`src/rtl/cpu_sequencer.sv`:
```
// cpu_sequencer: multi-cycle fetch/decode/execute/store control FSM.
// Gates decoder enables by ARM condition codes and owns the memory handshake.
module cpu_sequencer #(
  parameter int MEM_TIMEOUT = 16,
  parameter int CNT_W       = 32
) (
  input  logic             clk,
  input  logic             rst_n,
  input  logic [31:0]      fd_instruction,
  input  logic [3:0]       cpsr_flags,
  input  logic             de_reg_write_en,
  input  logic             de_reg_pc_write_en,
  input  logic             de_reg_cpsr_write_en,
  input  logic             de_mem_write_en,
  input  logic             de_data_out_en,
  input  logic             de_addreg_update,
  input  logic [1:0]       de_addreg_sel,
  input  logic             mem_ready,
  input  logic             halt_req,
  output logic             mem_req,
  output logic             mem_we,
  output logic             ir_load,
  output logic             reg_write_stb,
  output logic             pc_write_stb,
  output logic             cpsr_write_stb,
  output logic             data_out_stb,
  output logic             addreg_update_stb,
  output logic [1:0]       addreg_sel_out,
  output logic             cond_pass,
  output logic [2:0]       seq_state,
  output logic [CNT_W-1:0] retired_count,
  output logic             mem_fault,
  output logic             halted
);

  localparam logic [2:0] S_BOOT  = 3'd0;
  localparam logic [2:0] S_FETCH = 3'd1;
  localparam logic [2:0] S_DEC   = 3'd2;
  localparam logic [2:0] S_EXEC  = 3'd3;
  localparam logic [2:0] S_MEM   = 3'd4;
  localparam logic [2:0] S_HALT  = 3'd5;
  localparam logic [2:0] S_FAULT = 3'd6;

  localparam logic [7:0]       TMO     = 8'(MEM_TIMEOUT);
  localparam logic [7:0]       W_ONE   = 8'd1;
  localparam logic [CNT_W-1:0] CNT_ONE = {{(CNT_W-1){1'b0}}, 1'b1};
  localparam logic [1:0]       SEL_INC = 2'b10;

  logic [2:0]       state_q, state_d;
  logic [7:0]       wait_q, wait_d;
  logic [CNT_W-1:0] cnt_q, cnt_d;
  logic             fault_q, fault_d;

  logic       f_n, f_z, f_c, f_v;
  logic       cond_ok;
  logic [7:0] wait_inc;
  logic       timeout;
  logic [2:0] done_state;
  logic       unused_ir;

  assign {f_n, f_z, f_c, f_v} = cpsr_flags;
  assign unused_ir = ^fd_instruction[27:0];

  assign wait_inc   = wait_q + W_ONE;
  assign timeout    = (wait_inc == TMO);
  assign done_state = halt_req ? S_HALT : S_FETCH;

  always_comb begin
    cond_ok = 1'b0;
    unique case (fd_instruction[31:28])
      4'h0: cond_ok = f_z;
      4'h1: cond_ok = !f_z;
      4'h2: cond_ok = f_c;
      4'h3: cond_ok = !f_c;
      4'h4: cond_ok = f_n;
      4'h5: cond_ok = !f_n;
      4'h6: cond_ok = f_v;
      4'h7: cond_ok = !f_v;
      4'h8: cond_ok = f_c && !f_z;
      4'h9: cond_ok = !f_c || f_z;
      4'hA: cond_ok = (f_n == f_v);
      4'hB: cond_ok = (f_n != f_v);
      4'hC: cond_ok = !f_z && (f_n == f_v);
      4'hD: cond_ok = f_z || (f_n != f_v);
      4'hE: cond_ok = 1'b1;
      4'hF: cond_ok = 1'b0;
    endcase
  end

  always_comb begin
    state_d           = state_q;
    wait_d            = '0;
    cnt_d             = cnt_q;
    fault_d           = fault_q;
    mem_req           = 1'b0;
    mem_we            = 1'b0;
    ir_load           = 1'b0;
    reg_write_stb     = 1'b0;
    pc_write_stb      = 1'b0;
    cpsr_write_stb    = 1'b0;
    data_out_stb      = 1'b0;
    addreg_update_stb = 1'b0;
    addreg_sel_out    = SEL_INC;
    cond_pass         = 1'b0;
    halted            = 1'b0;
    unique case (state_q)
      S_BOOT: state_d = S_FETCH;
      S_FETCH: begin
        mem_req = 1'b1;
        if (mem_ready) begin
          ir_load = 1'b1;
          state_d = S_DEC;
        end else if (timeout) begin
          state_d = S_FAULT;
          fault_d = 1'b1;
        end else begin
          wait_d = wait_inc;
        end
      end
      S_DEC: state_d = S_EXEC;
      S_EXEC: begin
        cond_pass = cond_ok;
        if (cond_ok) begin
          reg_write_stb     = de_reg_write_en;
          pc_write_stb      = de_reg_pc_write_en;
          addreg_update_stb = de_addreg_update;
          addreg_sel_out    = de_addreg_sel;
          if (de_mem_write_en) begin
            state_d = S_MEM;
          end else begin
            cpsr_write_stb = de_reg_cpsr_write_en;
            cnt_d          = cnt_q + CNT_ONE;
            state_d        = done_state;
          end
        end else begin
          // failed condition: fall through to the next sequential PC
          pc_write_stb      = 1'b1;
          addreg_update_stb = 1'b1;
          cnt_d             = cnt_q + CNT_ONE;
          state_d           = done_state;
        end
      end
      S_MEM: begin
        mem_req      = 1'b1;
        mem_we       = 1'b1;
        data_out_stb = de_data_out_en;
        if (mem_ready) begin
          cnt_d   = cnt_q + CNT_ONE;
          state_d = done_state;
        end else if (timeout) begin
          state_d = S_FAULT;
          fault_d = 1'b1;
        end else begin
          wait_d = wait_inc;
        end
      end
      S_HALT: begin
        halted = 1'b1;
        if (!halt_req) state_d = S_FETCH;
      end
      S_FAULT: state_d = S_FAULT;
      default: state_d = S_BOOT;
    endcase
  end

  always_ff @(posedge clk or negedge rst_n) begin
    if (!rst_n) begin
      state_q <= S_BOOT;
      wait_q  <= '0;
      cnt_q   <= '0;
      fault_q <= 1'b0;
    end else begin
      state_q <= state_d;
      wait_q  <= wait_d;
      cnt_q   <= cnt_d;
      fault_q <= fault_d;
    end
  end

  assign seq_state     = state_q;
  assign retired_count = cnt_q;
  assign mem_fault     = fault_q;

endmodule

```
`config.mk`:
```
export PLATFORM = sky130hd
export DESIGN_NAME = cpu_sequencer
export DESIGN_NICKNAME = d
export VERILOG_FILES = /design/src/rtl/cpu_sequencer.sv
export SDC_FILE = /design/constraint.sdc
export NUM_CORES = 1
export LEC_CHECK = 0
export CORE_MARGIN = 2
export CORE_UTILIZATION = 40
export DETAILED_ROUTE_END_ITERATION = 8
export HOLD_SLACK_MARGIN = 0.12
export PLACE_DENSITY = 0.73
export SKIP_LAST_GASP = 1
export SYNTH_ARGS = -nofsm -noshare
export SYNTH_HDL_FRONTEND = slang
export SYNTH_SLANG_ARGS = --single-unit
```
`constraint.sdc`:
```
create_clock -name clk -period 2.1 [get_ports clk]
set_input_delay 0.315 -clock clk [delete_from_list [all_inputs] [get_ports clk]]
set_output_delay 0.315 -clock clk [all_outputs]
set_load 0.05 [all_outputs]
```
==> out/results.ini <==
[layout]
seq_area_share_pct = 22.1
non_clock_buffer_count = 148
diodes = 0
inverters_excl_clock = 13
nNetsFinal = 539
area.growth.synth_to_final_pct = 61.5
stdcell_count = 591
nFillCells = 568
buf_share_pct = 29.2

[power_and_ir_drop]
power_density_nw_per_um2 = 1310
seqPwrFrac_pct = 19.6
comb-power_w = 0.00462
p_seq_w = 0.00129
top_power_group = combinational logic

[run_status]
status = finished with violations
violations = setup timing

[flow_run]
warning_count = 58
drv_cap = 0

[timing]
tns_ns = -1.98
setup_viol = 29
fin_ws_ns = -0.164
finalHoldViolCount = 0
max_freq_mhz = 442

[yosys]
async_reset_ff_share_pct = 100
yosys_area_sq_um = 3120
synth_seq_share_pct = 35.2
top_area_cell = dfrtp_1
synthTopCellsByCount = dfrtp_1, nand3_1, nand2_1
synth.cellmix.simpleShare_pct = 29.7
yosysCellCount = 359
ys_ff = 44
top_cell_area_share_pct = 35.2
yosys_warnings = 0
ff_type = dfrtp_1
most_common_cell = dfrtp_1
fp_nets = 410

[routing]
dr_wl_met3_um = 396
highest_layer = met4
vias = 3335
wl_met1_mm = 4.13
first_iter_violations = 247
drc = 0

[min_path]
hold_start = mem_fault
worstHoldPathType = reg2reg

[critical_path]
crit_arrival_ns = 1.95
reg2reg_slack_ns = -0.08
cp-end-kind = primary output
critPathLaunch = cpsr_flags[2]
crit_fanout = 4
rr_startpoint = seq_state[2]

[die]
io_pins = 96
taps = 102

[global_routing]
grt.met3_usage_pct = 3.74
grt.total_usage_pct = 22.2
grt_pass1_vias = 3400
grt_busiest_layer = met2
antenna_found_initial = 0
grt_max_degree = 45
grt_first_pass_wirelength_mm = 15.6

[clocking]
clk_pin_slew_ns = 0.09
clock_sinks = 44
insertion_delay_ns = 0.30
clockBufferDepth = 2
cts_tree = yes

[placement]
place_inst = 561

cell usage in the layout (no fill, tap or decap), types with 3 or more instances in the layout:
master	netlist	layout
and2_4	0	3
buf_8	0	3
clkbuf_8	0	5
buf_6	0	20
nor2_4	0	4
o31ai_1	3	3
nor3_1	9	8
nand4_1	7	7
buf_4	1	62
buf_12	0	12
nor4_1	10	9
or4_1	15	15
nor2_1	19	15
nand2_1	35	34
nor2b_1	3	3
o21ai_0	7	6
or2_2	5	5
dfrtp_1	44	34
nand3_1	38	37
a311o_1	5	5
xor2_1	14	13
clkdlybuf4s50_1	0	46
a2111oi_4	1	11
ha_1	3	3
a211oi_1	8	6
nand2b_1	3	3
inv_1	12	12
a31oi_1	6	6
xnor2_1	10	10
dfrtp_2	0	10
and3_1	10	9
o211ai_1	6	6
a21oi_1	7	5
per-stage QoR:
stage / cell area (sq um) / util, % / hold slack, ns
global placement: 4430 / 57.9 / 0.445
detailed placement: 4430 / 57.9 / 0.444
CTS: 4890 / 63.9 / 0.475
global route: 5040 / 66.0 / 0.498
finish: 5040 / 66.0 / 0.472
floorplan: 3270 / - / 0.0194
worst max-delay path, cell delays in order:
cell and delay [ns]:
buf_6 0.09, or4b_1 0.50, o2111ai_1 0.09, a222oi_1 0.13, buf_4 0.17, o2bb2ai_4 0.14
or3_4 0.35, buf_12 0.16
flip-flops by register name, indices dropped and copies added, names as in the netlist:
signal,count
mem_fault,1
retired_count,32
seq_state,3
wait_q,8
what timing repair did:
action	in CTS	in global routing
hold endpoints to repair	34	0
buffers inserted	17	6
hold buffers	1	0
pin swaps	13	23
gates cloned	2	0
gates resized	62	38
setup endpoints to repair	41	38
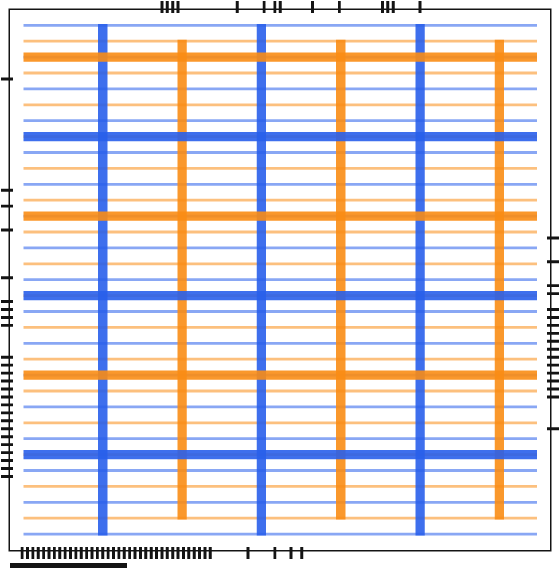
(images/floorplan.png)
Scale bar: 20 um. Pins as bars on the die edge.
[VDD] orange
[VSS] blue
met5 straps: 6
rows: 32
Die Y: 92.4 um
IR drop worst, VDD: 0.867 mV
core area: 7650 sq um
Die Wd: 92.4 um

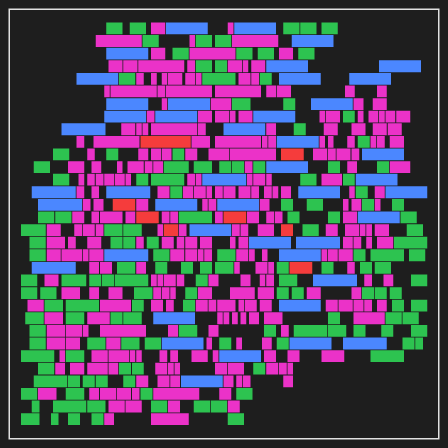
(images/class_map.png)
[registers] blue | cells: 44
[remaining buffers and delay cells] green | cells: 148
[clock drivers and dummy loads] red | cells: 8
[remaining logic cells] magenta | cells: 289

Power figures rest on the tool's default switching activity, not on a simulated workload.
